==> config.mk <==
export PLATFORM = sky130hd
export DESIGN_NAME = rs232_rx_core
export DESIGN_NICKNAME = d
export VERILOG_FILES = /design/src/rtl/rs232_rx_core.sv
export SDC_FILE = /design/constraint.sdc
export NUM_CORES = 1
export LEC_CHECK = 0
export CAP_MARGIN = 20
export CORE_UTILIZATION = 40
export DETAILED_ROUTE_END_ITERATION = 7
export PLACE_DENSITY = 0.68
export SLEW_MARGIN = 20
export SYNTH_ARGS = -nofsm -noshare
export SYNTH_HDL_FRONTEND = slang
export SYNTH_SLANG_ARGS = --single-unit
==> constraint.sdc <==
create_clock -name clk -period 3.76 [get_ports clk]
set_clock_uncertainty 0.1 [all_clocks]
set_input_delay 0.564 -clock clk [delete_from_list [all_inputs] [get_ports clk]]
set_output_delay 0.564 -clock clk [all_outputs]
set_load 0.02 [all_outputs]
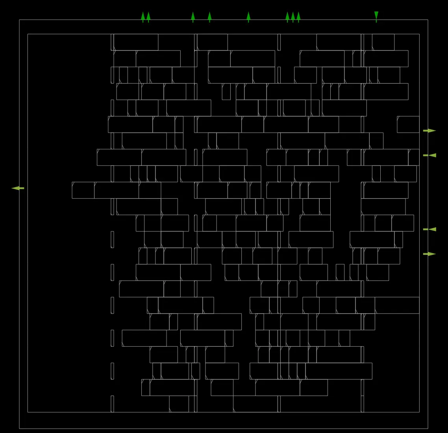
(images/placement.png)
placeable core area: 0.00406 mm2
Well Taps: 50
Row Count: 23

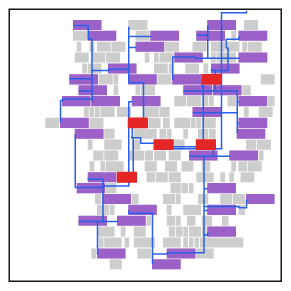
(images/clk_routes.png)
(4 px per um)
[clock drivers] red | count: 5
[flip-flops] purple | count: 41
[clock wires] blue | length: 466 um
flops lie: spread over the die
routed clock nets: 6
clk_lat worst skew: 0.28 ns
clock power share: 42.5%
P_clk: 0.364 mW

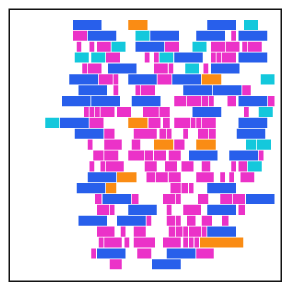
(images/placement_by_type.png)
(4 px per um)
[clock drivers and dummy loads] orange | cells: 8 | share of their area: 6.2%
[other buffers and delay cells] cyan | cells: 14 | share of their area: 7.1%
[flops] blue | cells: 41 | share of their area: 42%
[combinational and other logic] magenta | cells: 124 | share of their area: 44%
sequential cell area share: 41.0%
Core Util, Final: 49.3%
final instance area: 0.00200 mm2

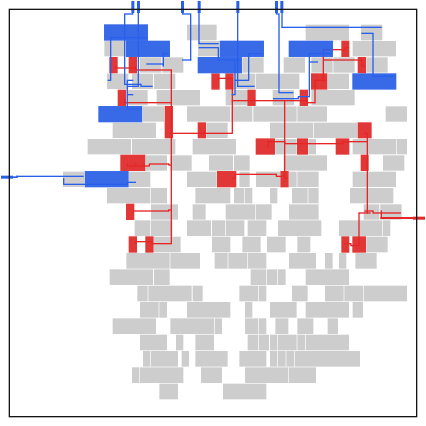
(images/io_fan.png)
(6 px per um)
[rst] red | direction: input | edge: east | end cells: 29 | buffers: 2 | wire: 209 um
[data] blue | direction: output | edge: 7 north, 1 west | end cells: 8 | buffers: 8 | wire: 212 um
input/output buffers: 13
IO Pins: 14

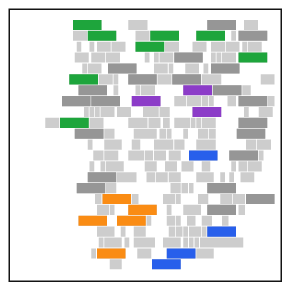
(images/flops_by_reg.png)
(4 px per um)
[data] green | flops: 8
[r_state] purple | flops: 3
[r_samp_cnt] blue | flops: 4
[r_tick_cnt] orange | flops: 5 | where: south
not coloured: 21
storage element area: 821 um2
Seq power: 0.449 mW

==> reports/metrics.yaml <==
status:
  status: "complete, no violations"
logic_synthesis:
  syn_avg_cell_area_um2: 9.97
  syn_nets: 183
  async_flop_share_pct: 0
  synthesis.area_mm2: 0.00172
  ys_chip_area_mm2: 0.00172
  xor_share_pct: 2.54
  synth_top_area_share_pct: 47.6
  numSynthFlops: 41
  flop_cell: "dfxtp_1"
  synth_cell_types: 43
  ys_top_cells_by_count: "41 x dfxtp_1, 31 x nor2_1, 17 x mux2i_1, 8 x nand2_1, 7 x ha_1"
  ys_sh_simple_pct: 21.0
  top_logic_kind: "simple AND/OR/NAND/NOR gates"
  ys_cells: 173
  yosysWarnings: 0
  yosysMostFrequentCell: "dfxtp_1"
  edf_count: 0
  synthAoiAreaFrac_pct: 9.51
  area_leaders: "dfxtp_1 48%, mux2i_1 9.9%, nor2_1 6.7%, ha_1 5.1%, xor2_1 2.0%"
worst_setup_path:
  reg2reg_slack_ns: 1.64
  setup.worst_path.end_class: "primary output"
  startpoint_type: "flop"
  rr_worst_depth: 6
  crit_fanout: 11
  required_ns: 3.10
  crit_cells: 2
  cp_slowest_stage_delay_ns: 0.56
  critical_path_buf_inv_count: 1
  cpMaxStageDelayCell: "clkdlybuf4s50_1"
  crit_type: "reg2out"
pwr:
  maxPowerGroup: "sequential cells"
  swShare_pct: 20.7
  p_leak_nw: 0.804
  power_frac_seq_pct: 52.5
  switching_power_mw: 0.177
  comb-power_mw: 0.0424
  power_frac_comb_pct: 5.0
  power.internal_mw: 0.678
sta:
  maxSlewHeadroom_pct: 55.6
  finalClockPeriodUsage_pct: 63.2
  fin_crit_ns: 2.38
  rsz0062_at_grt: "no"
  tns_ns: 0
  fin_ws_ns: 1.38
  fin_hold_ws_ns: 0.311
  setup_viol: 0
  worst_pin_slew_ns: 0.664
  fmax_mhz: 421
detailed_routing:
  wl_per_cell_um: 12.9
  vias: 1223
  drt-initial-drc-count: 70
  route.detailed.drc: 0
  postRouteAntennaNets: 0
  drt-total-wl_um: 3070
  via_per_inst: 5.16
  firstDrtPassIters: 4
clock_tree:
  ctsHoldBuffers: 0
  root_buffer: "clkbuf_8"
  cts_sinks: 41
  htree_levels: 2
  clk_pin_slew_worst_paths_ns: 0.08
  ctsLongestPathBuffers: 2
  cts.repair.resized: 0
grt:
  grt_pass1_vias: 1129
  antenna_found_initial: 0
  grt.total_usage_pct: 14.7
  gr-total-overflow: 0
  grt_start_max_net_pins: 30
  grt_pass1_wl_um: 4990
final_layout:
  buffer_area_share_pct: 6.88
  largest_class: "logic gates"
  area_growth_pct: 16.1
  final-comb-area_um2: 838
  nFillCells: 372
  comb_share_pct: 41.9
  final_layout_size_suffix_gt1_share_pct: 10.2
  clkCellAreaFrac_pct: 6.00
  n_antenna_cell: 0
  final_nets: 196
  logic_gate_count: 118
  clkbuf_count: 6
  n_all_inverters: 6
  seq_cell_count: 41
  finalNonFillerCells: 237
placed_design:
  placed_area_mm2: 0.00188
  pre_cts_slack_ns: 1.62
  dp.cells: 229
  dpl.hpwl_um: 2190
  place.gp.congestion: 0.819
worst_hold_path:
  min_path_cells: 1
  hold_class: "reg2reg"
die:
  die-area_mm2: 0.00458
  fp_util_pct: 42.5
  die_height_um: 67.7
  die_w_um: 67.7
job:
  tool_warnings: 29
per-layer routing:
metal  GRT usage (%)  wire, um  share of wire (%)  vias to the layer above
met1            18.1      1520                 49                      580
met2            24.0      1440                 47                       14
met4            7.18        58                1.9                        0
met3            3.04        58                1.9                        6
li1                -         -                  -                      623
met5               0         0                  0                        -
cell families after synthesis:
logic type               Yosys count
buffers and inverters             14
multiplexers                      17
adder cells (fa/ha/maj)            8
flip-flops                        41
AND-OR/OR-AND                     22
AND/OR/NAND/NOR                   66
XOR/XNOR                           5
placed cells by master (no fill, tap or decap), types with 4 or more instances in the layout:
cell	instances
ha_1	7
clkdlybuf4s50_1	13
nor2_1	31
clkbuf_8	6
dfxtp_1	41
mux2i_1	17
xor2_1	4
inv_1	6
nand3b_1	4
nand2_1	8
a21oi_1	6
Power is estimated from default activity; no workload was simulated.
